### Routed metal per tile, run 1

Scale: 3 px per um. The die is cut into 24 by 28 equal tiles; white is low, dark blue is high, scaled to the fullest tile. Values are wire area over tile area, all layers added.
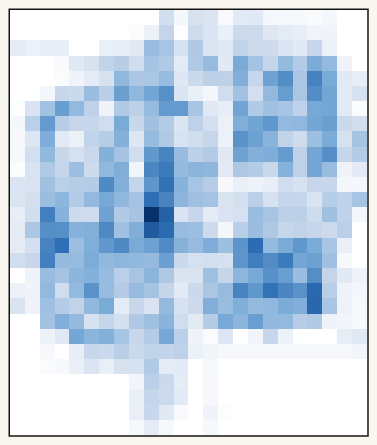
### Congestion heat map, run 1

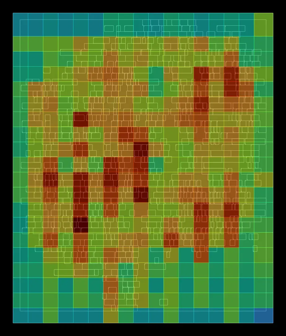
### Wires at chosen ports, followed through buffers, run 1

Scale: 3 px per um.
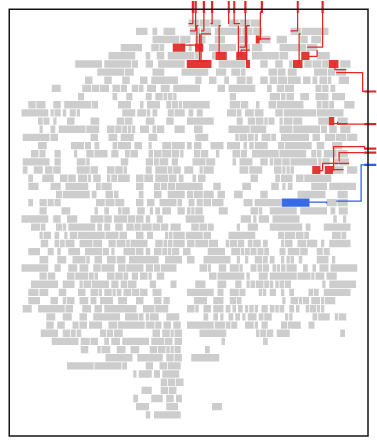
### Clock network drawn from the DEF, run 1

Scale: 3 px per um.
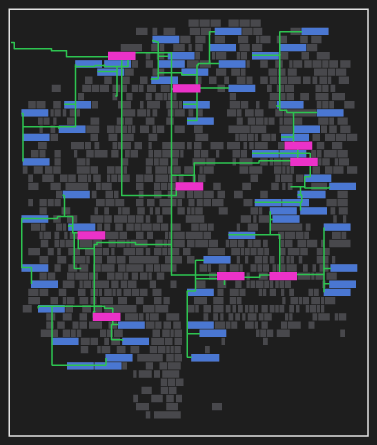
File: src/rtl/pmsm_position_sensor_emulator_module_pkg.sv
// Shared constants, quadrature state encoding and the hall sector lookup
// for the PMSM position-sensor emulator.
package pmsm_position_sensor_emulator_module_pkg;

    localparam int PMSM_POLE_PAIRS       = 4;
    localparam int INCREMENTAL_CODER_CPR = 1024;
    localparam int DATA_WIDTH            = 16;
    localparam int PHASE_WIDTH           = 14;

    // Sector boundaries on the 14-bit angle; the first sector starts at 0 and the last ends at 0x4000.
    localparam logic [PHASE_WIDTH-1:0] HALL_BOUND_0 = 14'h0000;
    localparam logic [PHASE_WIDTH-1:0] HALL_BOUND_1 = 14'h0AAA;
    localparam logic [PHASE_WIDTH-1:0] HALL_BOUND_2 = 14'h1555;
    localparam logic [PHASE_WIDTH-1:0] HALL_BOUND_3 = 14'h2000;
    localparam logic [PHASE_WIDTH-1:0] HALL_BOUND_4 = 14'h2AAA;
    localparam logic [PHASE_WIDTH-1:0] HALL_BOUND_5 = 14'h3555;

    localparam logic [2:0] HALL_RESET = 3'b101;

    // Encoding chosen so the state bits are the {A,B} outputs directly.
    typedef enum logic [1:0] {
        QUAD_00 = 2'b00,
        QUAD_10 = 2'b10,
        QUAD_11 = 2'b11,
        QUAD_01 = 2'b01
    } quad_state_e;

    function automatic logic [2:0] hallFromPhase(input logic [PHASE_WIDTH-1:0] phase);
        logic [2:0] hall;
        if (phase < HALL_BOUND_1)      hall = 3'b101;
        else if (phase < HALL_BOUND_2) hall = 3'b100;
        else if (phase < HALL_BOUND_3) hall = 3'b110;
        else if (phase < HALL_BOUND_4) hall = 3'b010;
        else if (phase < HALL_BOUND_5) hall = 3'b011;
        else                           hall = 3'b001;
        return hall;
    endfunction

endpackage

File: src/rtl/pmsm_position_sensor_emulator_module_if.sv
// Command and sensor-output bundle between the emulator and its driver.
interface pmsm_position_sensor_emulator_module_if #(
    parameter int PERIOD_WIDTH = 24
);
    import pmsm_position_sensor_emulator_module_pkg::*;

    logic                    emulator_enable_in;
    logic                    rotate_direction_in;
    logic [PERIOD_WIDTH-1:0] step_period_in;
    logic                    phase_load_in;
    logic [PHASE_WIDTH-1:0]  phase_init_in;

    logic                    hall_u_out;
    logic                    hall_v_out;
    logic                    hall_w_out;
    logic                    heds_9040_a_out;
    logic                    heds_9040_b_out;
    logic                    heds_9040_decoder_out;
    logic                    heds_9040_index_out;
    logic [DATA_WIDTH-1:0]   model_phase_out;
    logic                    step_strobe_out;

    modport master (
        output emulator_enable_in, rotate_direction_in, step_period_in,
               phase_load_in, phase_init_in,
        input  hall_u_out, hall_v_out, hall_w_out, heds_9040_a_out,
               heds_9040_b_out, heds_9040_decoder_out, heds_9040_index_out,
               model_phase_out, step_strobe_out
    );

    modport slave (
        input  emulator_enable_in, rotate_direction_in, step_period_in,
               phase_load_in, phase_init_in,
        output hall_u_out, hall_v_out, hall_w_out, heds_9040_a_out,
               heds_9040_b_out, heds_9040_decoder_out, heds_9040_index_out,
               model_phase_out, step_strobe_out
    );

endinterface

File: src/rtl/pmsm_position_sensor_emulator_module_quad.sv
// Step timer, quadrature FSM, decoder toggle and mechanical counter with
// its once-per-revolution index.
module quadrature_step_generator_module
    import pmsm_position_sensor_emulator_module_pkg::*;
#(
    parameter int CODER_CPR    = INCREMENTAL_CODER_CPR,
    parameter int PERIOD_WIDTH = 24
) (
    input  logic                    sys_clk,
    input  logic                    reset_n,
    input  logic                    enable_i,
    input  logic                    direction_i,
    input  logic [PERIOD_WIDTH-1:0] period_i,
    input  logic                    load_i,
    output logic                    step_o,
    output logic                    strobe_o,
    output logic                    a_o,
    output logic                    b_o,
    output logic                    decoder_o,
    output logic                    index_o
);

    localparam int MECH_STEPS = 4 * CODER_CPR;
    localparam int MECH_WIDTH = $clog2(MECH_STEPS);
    localparam logic [MECH_WIDTH-1:0]   MECH_LAST = MECH_WIDTH'(MECH_STEPS - 1);
    localparam logic [MECH_WIDTH-1:0]   MECH_ONE  = MECH_WIDTH'(1);
    localparam logic [PERIOD_WIDTH-1:0] TIMER_ONE = PERIOD_WIDTH'(1);

    logic [PERIOD_WIDTH-1:0] timer_q, timer_d;
    quad_state_e             quad_q, quad_d;
    logic                    decoder_q, decoder_d;
    logic [MECH_WIDTH-1:0]   mech_q, mech_d;
    logic                    index_q, index_d;
    logic                    strobe_q, strobe_d;
    logic                    step;

    // A shrunken period that the timer already passed clears it without a step.
    always_comb begin
        timer_d = timer_q;
        step    = 1'b0;
        if (load_i) begin
            timer_d = '0;
        end else if (enable_i && (period_i != '0)) begin
            if (timer_q == period_i - TIMER_ONE) begin
                timer_d = '0;
                step    = 1'b1;
            end else if (timer_q >= period_i) begin
                timer_d = '0;
            end else begin
                timer_d = timer_q + TIMER_ONE;
            end
        end
    end

    always_comb begin
        quad_d    = quad_q;
        decoder_d = decoder_q;
        mech_d    = mech_q;
        if (load_i) begin
            mech_d = '0;
        end else if (step) begin
            decoder_d = ~decoder_q;
            if (!direction_i) begin
                case (quad_q)
                    QUAD_00: quad_d = QUAD_10;
                    QUAD_10: quad_d = QUAD_11;
                    QUAD_11: quad_d = QUAD_01;
                    default: quad_d = QUAD_00;
                endcase
                mech_d = (mech_q == MECH_LAST) ? '0 : mech_q + MECH_ONE;
            end else begin
                case (quad_q)
                    QUAD_00: quad_d = QUAD_01;
                    QUAD_01: quad_d = QUAD_11;
                    QUAD_11: quad_d = QUAD_10;
                    default: quad_d = QUAD_00;
                endcase
                mech_d = (mech_q == '0) ? MECH_LAST : mech_q - MECH_ONE;
            end
        end
        index_d  = (mech_d == '0);
        strobe_d = step;
    end

    always_ff @(posedge sys_clk or negedge reset_n) begin
        if (!reset_n) begin
            timer_q   <= '0;
            quad_q    <= QUAD_00;
            decoder_q <= 1'b0;
            mech_q    <= '0;
            index_q   <= 1'b1;
            strobe_q  <= 1'b0;
        end else begin
            timer_q   <= timer_d;
            quad_q    <= quad_d;
            decoder_q <= decoder_d;
            mech_q    <= mech_d;
            index_q   <= index_d;
            strobe_q  <= strobe_d;
        end
    end

    assign step_o    = step;
    assign strobe_o  = strobe_q;
    assign a_o       = quad_q[1];
    assign b_o       = quad_q[0];
    assign decoder_o = decoder_q;
    assign index_o   = index_q;

endmodule

File: src/rtl/pmsm_position_sensor_emulator_module.sv
// Top level: electrical phase accumulator and hall encoder, driven by the
// step generator so every position output moves on the same edge.
module pmsm_position_sensor_emulator_module
    import pmsm_position_sensor_emulator_module_pkg::*;
#(
    parameter int POLE_PAIRS   = PMSM_POLE_PAIRS,
    parameter int CODER_CPR    = INCREMENTAL_CODER_CPR,
    parameter int PERIOD_WIDTH = 24
) (
    input  logic                                   sys_clk,
    input  logic                                   reset_n,
    pmsm_position_sensor_emulator_module_if.slave  emu
);

    localparam int DELTA_PHASE = 2 * POLE_PAIRS * 2048 / CODER_CPR;
    localparam int DELTA_SAFE  = (DELTA_PHASE == 0) ? 1 : DELTA_PHASE;
    localparam logic [PHASE_WIDTH-1:0] DELTA = PHASE_WIDTH'(DELTA_PHASE);

    // The accumulator must close exactly on one electrical turn.
    generate
        if ((DELTA_PHASE == 0) || ((16384 % DELTA_SAFE) != 0)) begin : g_bad_delta
            $error("DELTA_PHASE must be nonzero and divide 16384");
        end
    endgenerate

    logic [PHASE_WIDTH-1:0] phase_q, phase_d;
    logic [2:0]             hall_q, hall_d;
    logic                   step;
    logic                   quad_a, quad_b, decoder, index, strobe;

    quadrature_step_generator_module #(
        .CODER_CPR    (CODER_CPR),
        .PERIOD_WIDTH (PERIOD_WIDTH)
    ) u_step_gen (
        .sys_clk     (sys_clk),
        .reset_n     (reset_n),
        .enable_i    (emu.emulator_enable_in),
        .direction_i (emu.rotate_direction_in),
        .period_i    (emu.step_period_in),
        .load_i      (emu.phase_load_in),
        .step_o      (step),
        .strobe_o    (strobe),
        .a_o         (quad_a),
        .b_o         (quad_b),
        .decoder_o   (decoder),
        .index_o     (index)
    );

    // Hall is encoded from the next phase so it registers alongside it.
    always_comb begin
        phase_d = phase_q;
        if (emu.phase_load_in) begin
            phase_d = emu.phase_init_in;
        end else if (step) begin
            phase_d = emu.rotate_direction_in ? (phase_q - DELTA) : (phase_q + DELTA);
        end
        hall_d = hallFromPhase(phase_d);
    end

    always_ff @(posedge sys_clk or negedge reset_n) begin
        if (!reset_n) begin
            phase_q <= '0;
            hall_q  <= HALL_RESET;
        end else begin
            phase_q <= phase_d;
            hall_q  <= hall_d;
        end
    end

    assign emu.hall_u_out            = hall_q[2];
    assign emu.hall_v_out            = hall_q[1];
    assign emu.hall_w_out            = hall_q[0];
    assign emu.heds_9040_a_out       = quad_a;
    assign emu.heds_9040_b_out       = quad_b;
    assign emu.heds_9040_decoder_out = decoder;
    assign emu.heds_9040_index_out   = index;
    assign emu.model_phase_out       = {phase_q[PHASE_WIDTH-1], phase_q[PHASE_WIDTH-1], phase_q};
    assign emu.step_strobe_out       = strobe;

endmodule

File: src/flat_wrapper.sv
// flat-port wrapper written by rule: the top's interface ports become plain ports
module pmsm_position_sensor_emulator_module_flat import pmsm_position_sensor_emulator_module_pkg::*;
#(
    parameter int POLE_PAIRS   = PMSM_POLE_PAIRS,
    parameter int CODER_CPR    = INCREMENTAL_CODER_CPR,
    parameter int PERIOD_WIDTH = 24
)
  (sys_clk, reset_n, emu_emulator_enable_in, emu_rotate_direction_in, emu_step_period_in, emu_phase_load_in, emu_phase_init_in, emu_hall_u_out, emu_hall_v_out, emu_hall_w_out, emu_heds_9040_a_out, emu_heds_9040_b_out, emu_heds_9040_decoder_out, emu_heds_9040_index_out, emu_model_phase_out, emu_step_strobe_out);
  pmsm_position_sensor_emulator_module_if #(.PERIOD_WIDTH(PERIOD_WIDTH)) emu_i ();
  input  logic sys_clk;
  input  logic reset_n;
  input wire logic [$bits(emu_i.emulator_enable_in)-1:0] emu_emulator_enable_in;
  input wire logic [$bits(emu_i.rotate_direction_in)-1:0] emu_rotate_direction_in;
  input wire logic [$bits(emu_i.step_period_in)-1:0] emu_step_period_in;
  input wire logic [$bits(emu_i.phase_load_in)-1:0] emu_phase_load_in;
  input wire logic [$bits(emu_i.phase_init_in)-1:0] emu_phase_init_in;
  output wire logic [$bits(emu_i.hall_u_out)-1:0] emu_hall_u_out;
  output wire logic [$bits(emu_i.hall_v_out)-1:0] emu_hall_v_out;
  output wire logic [$bits(emu_i.hall_w_out)-1:0] emu_hall_w_out;
  output wire logic [$bits(emu_i.heds_9040_a_out)-1:0] emu_heds_9040_a_out;
  output wire logic [$bits(emu_i.heds_9040_b_out)-1:0] emu_heds_9040_b_out;
  output wire logic [$bits(emu_i.heds_9040_decoder_out)-1:0] emu_heds_9040_decoder_out;
  output wire logic [$bits(emu_i.heds_9040_index_out)-1:0] emu_heds_9040_index_out;
  output wire logic [$bits(emu_i.model_phase_out)-1:0] emu_model_phase_out;
  output wire logic [$bits(emu_i.step_strobe_out)-1:0] emu_step_strobe_out;
  assign emu_i.emulator_enable_in = emu_emulator_enable_in;
  assign emu_i.rotate_direction_in = emu_rotate_direction_in;
  assign emu_i.step_period_in = emu_step_period_in;
  assign emu_i.phase_load_in = emu_phase_load_in;
  assign emu_i.phase_init_in = emu_phase_init_in;
  assign emu_hall_u_out = emu_i.hall_u_out;
  assign emu_hall_v_out = emu_i.hall_v_out;
  assign emu_hall_w_out = emu_i.hall_w_out;
  assign emu_heds_9040_a_out = emu_i.heds_9040_a_out;
  assign emu_heds_9040_b_out = emu_i.heds_9040_b_out;
  assign emu_heds_9040_decoder_out = emu_i.heds_9040_decoder_out;
  assign emu_heds_9040_index_out = emu_i.heds_9040_index_out;
  assign emu_model_phase_out = emu_i.model_phase_out;
  assign emu_step_strobe_out = emu_i.step_strobe_out;
  pmsm_position_sensor_emulator_module #(.POLE_PAIRS(POLE_PAIRS), .CODER_CPR(CODER_CPR), .PERIOD_WIDTH(PERIOD_WIDTH)) u_core (.sys_clk(sys_clk), .reset_n(reset_n), .emu(emu_i));
endmodule
File: config.mk
export PLATFORM = sky130hd
export DESIGN_NAME = pmsm_position_sensor_emulator_module_flat
export DESIGN_NICKNAME = d
export VERILOG_FILES = /design/src/rtl/pmsm_position_sensor_emulator_module_pkg.sv /design/src/rtl/pmsm_position_sensor_emulator_module_if.sv /design/src/rtl/pmsm_position_sensor_emulator_module_quad.sv /design/src/rtl/pmsm_position_sensor_emulator_module.sv /design/src/flat_wrapper.sv
export SDC_FILE = /design/constraint.sdc
export NUM_CORES = 1
export LEC_CHECK = 0
export CORE_ASPECT_RATIO = 1.2
export CORE_MARGIN = 3
export CORE_UTILIZATION = 37
export CTS_CLUSTER_SIZE = 28
export DETAILED_ROUTE_END_ITERATION = 10
export HOLD_SLACK_MARGIN = 0.15
export REMOVE_ABC_BUFFERS = 1
export SYNTH_ARGS = -nofsm -noshare
export SYNTH_HDL_FRONTEND = slang
export SYNTH_HIERARCHICAL = 1
export SYNTH_SLANG_ARGS = --single-unit
File: constraint.sdc
create_clock -name sys_clk -period 4 [get_ports sys_clk]
set_input_delay 1 -clock sys_clk [delete_from_list [all_inputs] [get_ports sys_clk]]
set_output_delay 1 -clock sys_clk [all_outputs]
set_load 0.01 [all_outputs]
==> results_dict.tcl, run 1 <==
# collected from the flow reports
set metrics [dict create \
    synth_sequential_area_ratio_pct 25.61 \
    cts_root_buffer "clkbuf_16" \
    sequentialPowerShare_pct 31.9 \
    final.hold.worst_slack_ps 483.6 \
    fin_total_pwr_mw 2.018 \
    dp_hpwl_um 13100 \
    clock_tree.buffer_depth 2 \
    synthCells 665 \
    timing.setup.tns_ps -492.7 \
    clock-sinks 58 \
    place_area_um2 7167 \
    clock_tree_from_tritoncts "done" \
    port_buffers 66 \
    total_switching_power_mw 0.5559 \
    layout_setup_ws_ps -251.6 \
    worstSetupEndpointType "flop" \
    grt_antenna_before_repair 0 \
    synth_area_in_simple_gates_pct 26.01 \
    number_of_top_level_design_ports 67 \
    finalSetupViolCount 3 \
    synthAoiAreaFrac_pct 24.33 \
    run_status "finished, violations left" \
    grt_first_pass_wirelength_um 29190 \
    dieWidth_um 119.1 \
    edf_count 0 \
    layout-drive-gt1-share_pct 25.54 \
    violations_in_the_final_reports "setup timing" \
    final-max-slew-violation-count 0 \
    route.detailed.vias_per_inst 5.672 \
    clock_tree.htree_level_count 3 \
    placement_rows 49 \
    syn-mean-instance-area_um2 8.544 \
    antenna_cells 0 \
    layout.nets 903 \
    gr-total-overflow 0 \
    maxSlewHeadroom_pct 53.81 \
    cts_hold_repair.buffers 0 \
    cts_buffer_count 9 \
    path_common_cell "a211o_1" \
    max_freq_mhz 235.2 \
    power.density_cell_area_nw_per_um2 261.6 \
    max-vdd-ir-drop_mv 0.1803 \
    hold_viol_final 0 \
]
About 'Routed metal per tile':
- fullest tile: 0.68
- densest ninth of the die: centre
- emptiest ninth of the die: lower right
- mean over tiles: 0.16
- tiles over half the peak: 12%
- nearly empty tiles: 21%
total global routing track utilization: 21.05%
routed wire length per instance: 16.89 um
total routed wirelength: 17400 um
total via count after detailed routing: 5842

About 'Congestion heat map':
met1 track demand over resource: 24.63%
met2 Resource Use GR: 38.55%
busiest grt layer: met2
GR met3 Demand/Resource: 3.628%

About 'Wires at chosen ports, followed through buffers':
- `emu_step_strobe_out`: blue (bits 1; direction output; edge right; end cells 1; wire 28.3 um)
- `emu_phase_init_in`: red (bits 14; direction input; edge 10 top, 4 right; end cells 15; wire 271 um)

About 'Clock network drawn from the DEF':
- clock wires: green (length 1000 um)
- clock-net drivers: magenta (count 9)
- flip-flops: blue (count 58)
- flops lie: spread over the die
- routed clock nets: 10
worst setup skew after layout: 5.663 ps
clock latency on the worst-skew pair: 340 ps

==> run 1: stage by stage <==
stage          util [%]  cells
2_1_floorplan         -    633
3_3_place_gp      47.71   1001
3_5_place_dp      47.71   1001
4_1_cts           51.28   1028
5_1_grt           51.35   1030
6_report          51.35   1030
==> run 1: metal layers <==
metal  wire length, um  global-route usage (%)  up-vias
li1                  -                       -     2814
met4               425                   7.322        0
met1              7213                   24.63     2830
met3               706                   3.628       37
met2              9055                   38.55      161
met5                 0                       0        -
==> run 1: power by group through the flow <==
| stage | Clock, mW | Combinational, mW | Sequential (mW) |
|---|---|---|---|
| 3_3_place_gp | 0 | 0.453 | 0.652 |
| 5_1_grt | 0.948 | 0.524 | 0.648 |
| 6_report | 0.897 | 0.478 | 0.643 |
| 4_1_cts | 0.916 | 0.478 | 0.643 |
| 3_5_place_dp | 0 | 0.463 | 0.654 |
| 2_1_floorplan | 0 | 0.202 | 0.659 |
==> run 1: final timing paths <==
path,from,endpoint,cells past startpoint
setup / recovery,emu_step_period_in[16],u_core/hall_q[1],16
hold / removal,u_core/u_step_gen/decoder_o,u_core/u_step_gen/decoder_o,1
setup reg to reg,u_core/u_step_gen/timer_q[2],u_core/hall_q[1],16
hold reg to reg,u_core/u_step_gen/decoder_o,u_core/u_step_gen/decoder_o,1
max in group asynchronous,reset_n,u_core/hall_q[0],2
min in group asynchronous,reset_n,u_core/u_step_gen/timer_q[3],1
==> run 1: cell families (layout without fill, tap and decap cells) <==
kind of cell / Yosys count / count (layout)
adders and majority gates: 39 / 39
muxes: 16 / 16
DFF: 58 / 58
AOI/OAI and AO/OA: 183 / 183
and+or+nand+nor: 251 / 251
xor gates and xnor gates: 40 / 40
buffers and inverters: 78 / 239
==> run 1: sequential cells by signal (all words and copies together), names as in the netlist <==
name	cells
u_core/phase_q	14
u_core/u_step_gen/strobe_o	1
u_core/u_step_gen/index_o	1
u_core/u_step_gen/decoder_o	1
u_core/hall_q	3
u_core/u_step_gen/timer_q	24
u_core/u_step_gen/mech_q	12
u_core/u_step_gen/quad_q	2
==> run 1: layout make-up <==
class                           count  area [um2]
Clock inverter                      7       117.6
Clock buffer                        9       225.2
Timing Repair inverter              1       3.754
Fill cell                        1405        7307
Sequential cell                    58        1455
Timing Repair Buffer              176        1466
Inverter                           46       182.7
Tap cell                          204       255.2
Multi-Input combinational cell    529        4008
==> run 1: placed cells by master, fill, tap and decap left out, types with 19 or more instances in the layout <==
cell	instances
buf_4	106
dfrtp_1	55
inv_1	42
nor2_1	42
clkdlybuf4s50_1	41
ha_1	37
nand2_1	36
a21oi_1	25
nor3_1	22
o21ai_0	21
a21o_1	20
nand4_1	19
xnor2_1	19
==> run 1: critical path, delay by kind of cell <==
family | cells | cell delay (ps)
AND/OR/NAND/NOR | 6 | 1790
AND-OR/OR-AND | 7 | 1340
XOR/XNOR | 1 | 120
buffers and inverters | 2 | 200
==> run 1: what timing repair did <==
action                                  in CTS  in global routing
gates resized                               89                 10
buffers inserted                            10                  4
cloned                                       1                  0
endpoints found under the setup margin      25                 11
pin swaps                                   37                 14
### Gate-type map, run 1

Scale: 3 px per um.
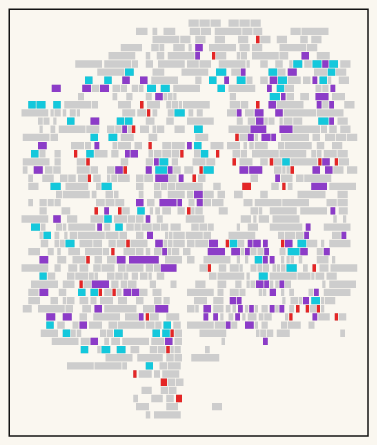

--- run 2 (diff from run 1) ---
CORE_MARGIN = unset   (was 3)
CTS_CLUSTER_SIZE = unset   (was 28)
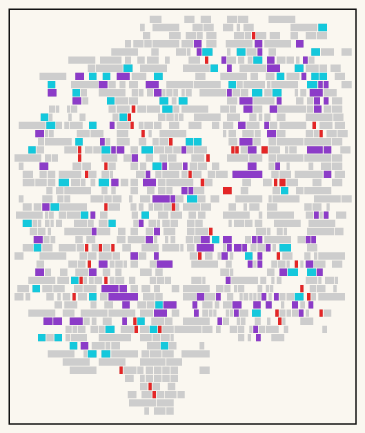
*Gate-type map, run 2*
Scale: 3 px per um.
- inv cells: red (cells 46)
- aoi and oai cells: purple (cells 118)
- non-inverting ao/oa cells: cyan (cells 65; where spread over the die)
non-filler instance count after layout: 1055
commonest non-fill, non-tap cell in the layout: buf_4
Comb/total area: 50.98%

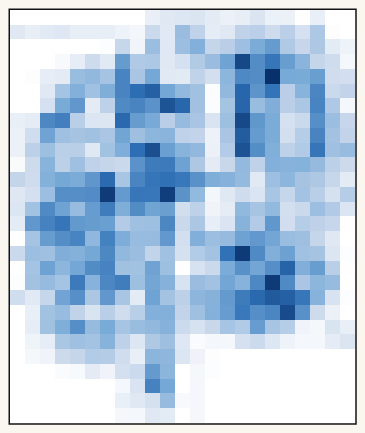
*Routed metal per tile, run 2*
Scale: 3 px per um. The die is cut into 23 by 28 equal tiles; white is low, dark blue is high, scaled to the fullest tile. Values are wire area over tile area, all layers added.
total global routing track utilization: 22.48%
total routed wirelength: 17150 um
routed wire length per instance: 16.25 um
total via count after detailed routing: 5836

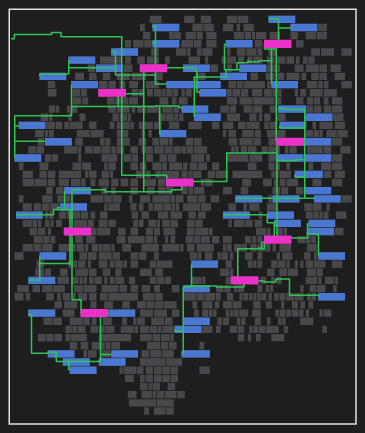
*Clock network drawn from the DEF, run 2*
Scale: 3 px per um.
- clock wires: green (length 1050 um)
- clock-net drivers: magenta (count 9)
- flip-flops: blue (count 58)
- routed clock nets: 10
worst setup skew after layout: 8.989 ps
power drawn by the clock network: 0.804 mW
clock latency on the worst-skew pair: 350 ps
proportion of power drawn by the clock network: 41.4%

==> results_dict.tcl, run 2 <==
# collected from the flow reports
set metrics [dict create \
    layout.core_utilization_pct 53.10 \
    final.hold.worst_slack_ps 475.3 \
    dieWidth_um 115.1 \
    synthCells 665 \
    finalSetupViolCount 4 \
    top_registers "u_core/u_step_gen/timer_q: 24 flops, u_core/phase_q: 14 flops, u_core/u_step_gen/mech_q: 12 flops" \
    largest_register_ff_count 24 \
    final-max-slew-violation-count 0 \
    gr-total-overflow 0 \
    maxSlewHeadroom_pct 51.17 \
    cts_hold_repair.buffers 0 \
    layout_setup_ws_ps -237.5 \
    total_switching_power_mw 0.5781 \
    run_status "finished, violations left" \
    place_area_um2 7207 \
    placement_rows 49 \
    syn-mean-instance-area_um2 8.544 \
    sequentialPowerShare_pct 33.2 \
    clock_tree.htree_level_count 3 \
    grt_antenna_before_repair 0 \
    layout_top_cells "123 x buf_4, 55 x dfrtp_1, 41 x clkdlybuf4s50_1, 41 x inv_1, 40 x nor2_1" \
    fin_total_pwr_mw 1.943 \
    cts_buffer_count 9 \
    cts_root_buffer "clkbuf_16" \
    antenna_cells 0 \
    max_flop_register "u_core/u_step_gen/timer_q" \
    port_buffers 66 \
    fillCellCount 1399 \
    violations_in_the_final_reports "setup timing" \
    number_of_top_level_design_ports 67 \
    worstSetupEndpointType "flop" \
    edf_count 0 \
    layout-drive-gt1-share_pct 28.91 \
]
[run 2: through the flow]
stage	TNS, ps	cells	setup WS (ps)
final	-512.6	1055	-237.5
after floorplan	-14140	633	-1268
after global placement	-20310	1008	-1019
after CTS	-321.2	1050	-197.8
after detailed placement	-25750	1008	-1201
after global routing	-1223	1055	-417.4
[run 2: what timing repair did]
item                                    in CTS  in global routing
setup buffers                               26                  5
pin swaps                                   35                 19
endpoints found under the setup margin      29                 27
gates resized                               94                 33
cloned                                       0                  0
[run 2: cell type report]
| class | instances | area (um2) | area share (%) |
|---|---|---|---|
| clock buffer | 10 | 239.0 | 2.996 |
| clock inverter | 6 | 66.31 | 0.8314 |
| timing repair buffer | 202 | 1712 | 21.46 |
| inverter | 46 | 182.7 | 2.290 |
| tap | 204 | 255.2 | 3.200 |
| multi-input combinational | 529 | 4066 | 50.98 |
| sequential | 58 | 1455 | 18.24 |
[run 2: path summary, 6_finish.rpt]
check                                                  start  cells past startpoint  slack [ps]                            to
worst max-delay path                  emu_step_period_in[17]                     16        -240              u_core/hall_q[1]
worst max register to register  u_core/u_step_gen/timer_q[2]                     16         390              u_core/hall_q[1]
max in group asynchronous                            reset_n                      2        2450              u_core/hall_q[0]
worst min register to register   u_core/u_step_gen/decoder_o                      1         480   u_core/u_step_gen/decoder_o
worst min-delay path             u_core/u_step_gen/decoder_o                      1         480   u_core/u_step_gen/decoder_o
min in group asynchronous                            reset_n                      1         640  u_core/u_step_gen/timer_q[3]
[run 2: critical path: stages]
cell,delay (ps)
buf_6,90
or4_4,540
or3_1,390
a211o_1,310
a211oi_2,280
nand3_2,150
nor3_4,210
nand3_2,130
clkinv_4,120
or3b_1,360
a211o_1,240
o211ai_1,140
a211o_1,140
o311a_1,190
o21ai_2,60
xnor2_1,120
[run 2: cell families after synthesis]
kind of cell / after synthesis / share of synthesized area [%]
xor gates and xnor gates: 40 / 6.166
buffers and inverters: 78 / 6.232
adders and majority gates: 39 / 8.721
AOI/OAI and AO/OA: 183 / 24.33
and+or+nand+nor: 251 / 26.01
muxes: 16 / 2.929
DFF: 58 / 25.61
[run 2: power groups by stage]
stage	Combinational (mW)	Clock [mW]	Sequential (mW)
6_report	0.494	0.804	0.644
5_1_grt	0.538	0.849	0.647
4_1_cts	0.483	0.820	0.644
3_5_place_dp	0.462	0	0.654
3_3_place_gp	0.452	0	0.652
2_1_floorplan	0.202	0	0.659
[run 2: routing by layer]
layer | wire length, um | part of all wire (%) | up-vias | track usage (%)
met5 | 0 | 0 | - | 0
met4 | 486 | 2.8 | 0 | 10.25
met3 | 577 | 3.4 | 36 | 3.168
met2 | 8893 | 52 | 133 | 40.90
met1 | 7187 | 42 | 2795 | 25.90
li1 | - | - | 2872 | -
--- run 3 (diff from run 2) ---
CTS_CLUSTER_DIAMETER = 200   (was unset)
SLEW_MARGIN = 10   (was unset)
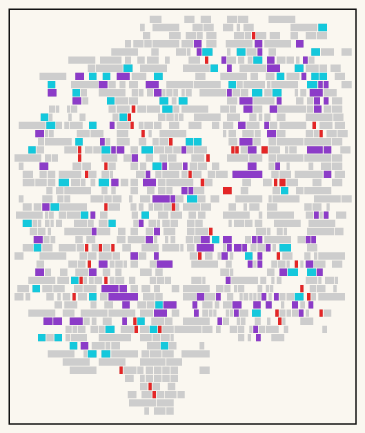
*Gate-type map, run 3*
Scale: 3 px per um.

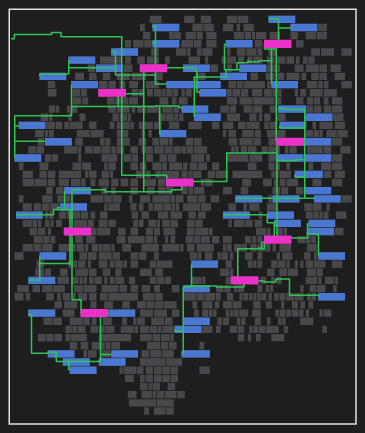
*Clock network drawn from the DEF, run 3*
Scale: 3 px per um.
- flip-flops: blue (count 58)
- clock wires: green (length 1050 um)
- clock-net drivers: magenta (count 9)
- routed clock nets: 10
- flops lie: spread over the die

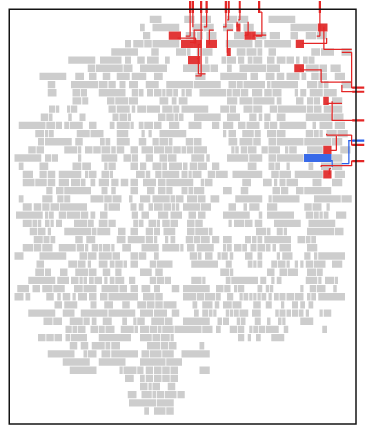
*Wires at chosen ports, followed through buffers, run 3*
Scale: 3 px per um.
- `emu_step_strobe_out`: blue (bits 1; direction output; edge right; end cells 1; wire 14.1 um)
- `emu_phase_init_in`: red (bits 14; direction input; edge 9 top, 5 right; end cells 15; wire 259 um)
number of top-level design ports: 67
number of buffers inserted by port buffering: 66

==> results_dict.tcl, run 3 <==
# collected from the flow reports
set metrics [dict create \
    synth_sequential_area_ratio_pct 25.61 \
    max-vdd-ir-drop_mv 0.1346 \
    top_registers "u_core/u_step_gen/timer_q: 24 flops, u_core/phase_q: 14 flops, u_core/u_step_gen/mech_q: 12 flops" \
    ff_latch_area_um2 1455 \
    place_area_um2 7207 \
    run_status "finished, violations left" \
    clock-sinks 58 \
    layout_setup_ws_ps -237.5 \
    detail_route.wirelength.met1_um 7187 \
    grt_first_pass_wirelength_um 27800 \
    edf_count 0 \
    cts_buffer_count 9 \
    cts_root_buffer "clkbuf_16" \
    finalSetupViolCount 4 \
    maxSlewHeadroom_pct 51.17 \
    gr-total-overflow 0 \
    wl_um 17150 \
    highest_layer "met4" \
    route.detailed.vias_per_inst 5.532 \
    violations_in_the_final_reports "setup timing" \
    path_common_cell "a211o_1" \
    wire_per_inst_um 16.25 \
    reg2reg_setup_slack_ps 390 \
    synthCells 665 \
    placement_rows 49 \
    max_flop_register "u_core/u_step_gen/timer_q" \
    largest_stage_delay_on_the_critical_path_ps 540 \
    clock_tree.htree_level_count 3 \
    layout-drive-gt1-share_pct 28.91 \
    syn-mean-instance-area_um2 8.544 \
]
run 3: final timing paths:
kind,from,end,cells after the start
worst max register to register,u_core/u_step_gen/timer_q[2],u_core/hall_q[1],16
worst min register to register,u_core/u_step_gen/decoder_o,u_core/u_step_gen/decoder_o,1
worst max-delay path,emu_step_period_in[17],u_core/hall_q[1],16
max in group asynchronous,reset_n,u_core/hall_q[0],2
min in group asynchronous,reset_n,u_core/u_step_gen/timer_q[3],1
worst min-delay path,u_core/u_step_gen/decoder_o,u_core/u_step_gen/decoder_o,1
run 3: layout make-up:
cell class                      count  share of cell area, %
Clock buffer                       10                  2.996
Multi-Input combinational cell    529                  50.98
Inverter                           46                  2.290
Timing Repair Buffer              202                  21.46
Clock inverter                      6                 0.8314
Tap cell                          204                  3.200
Sequential cell                    58                  18.24
run 3: per-layer routing:
metal  vias to the layer above  track usage [%]
met5                         -                0
met3                        36            3.168
met1                      2795            25.90
met2                       133            40.90
li1                       2872                -
met4                         0            10.25
run 3: kinds of logic after synthesis:
group / synth area share (%)
AOI/OAI and AO/OA: 24.33
xor gates and xnor gates: 6.166
adders and majority gates: 8.721
buffers and inverters: 6.232
DFF: 25.61
muxes: 2.929
and+or+nand+nor: 26.01
run 3: report_power, final:
group | switching [mW] | total, mW | internal, mW
clock | 0.306 | 0.804 | 0.498
combinational | 0.244 | 0.494 | 0.250
sequential | 0.0280 | 0.644 | 0.616
total | 0.578 | 1.94 | 1.36
run 3: what timing repair did:
item | 4_1_cts | 5_1_grt
pin swaps | 35 | 19
resized | 94 | 33
hold endpoints to repair | 0 | 0
buffers inserted | 26 | 5
cloned | 0 | 0
setup endpoints to repair | 29 | 27
hold buffers | 0 | 0
run 3: per-stage QoR:
step / utilization, % / power [mW] / setup TNS [ps] / std cells / hold WS (ps)
after floorplan: - / 0.8613 / -14140 / 633 / 503.9
after global placement: 47.98 / 1.104 / -20310 / 1008 / 458.4
after detailed placement: 47.98 / 1.117 / -25750 / 1008 / 462.6
after CTS: 52.35 / 1.947 / -321.2 / 1050 / 473.9
after global routing: 53.10 / 2.034 / -1223 / 1055 / 497.5
final: 53.10 / 1.943 / -512.6 / 1055 / 475.3
No activity file was given, so power comes from the tool's default toggle rates.
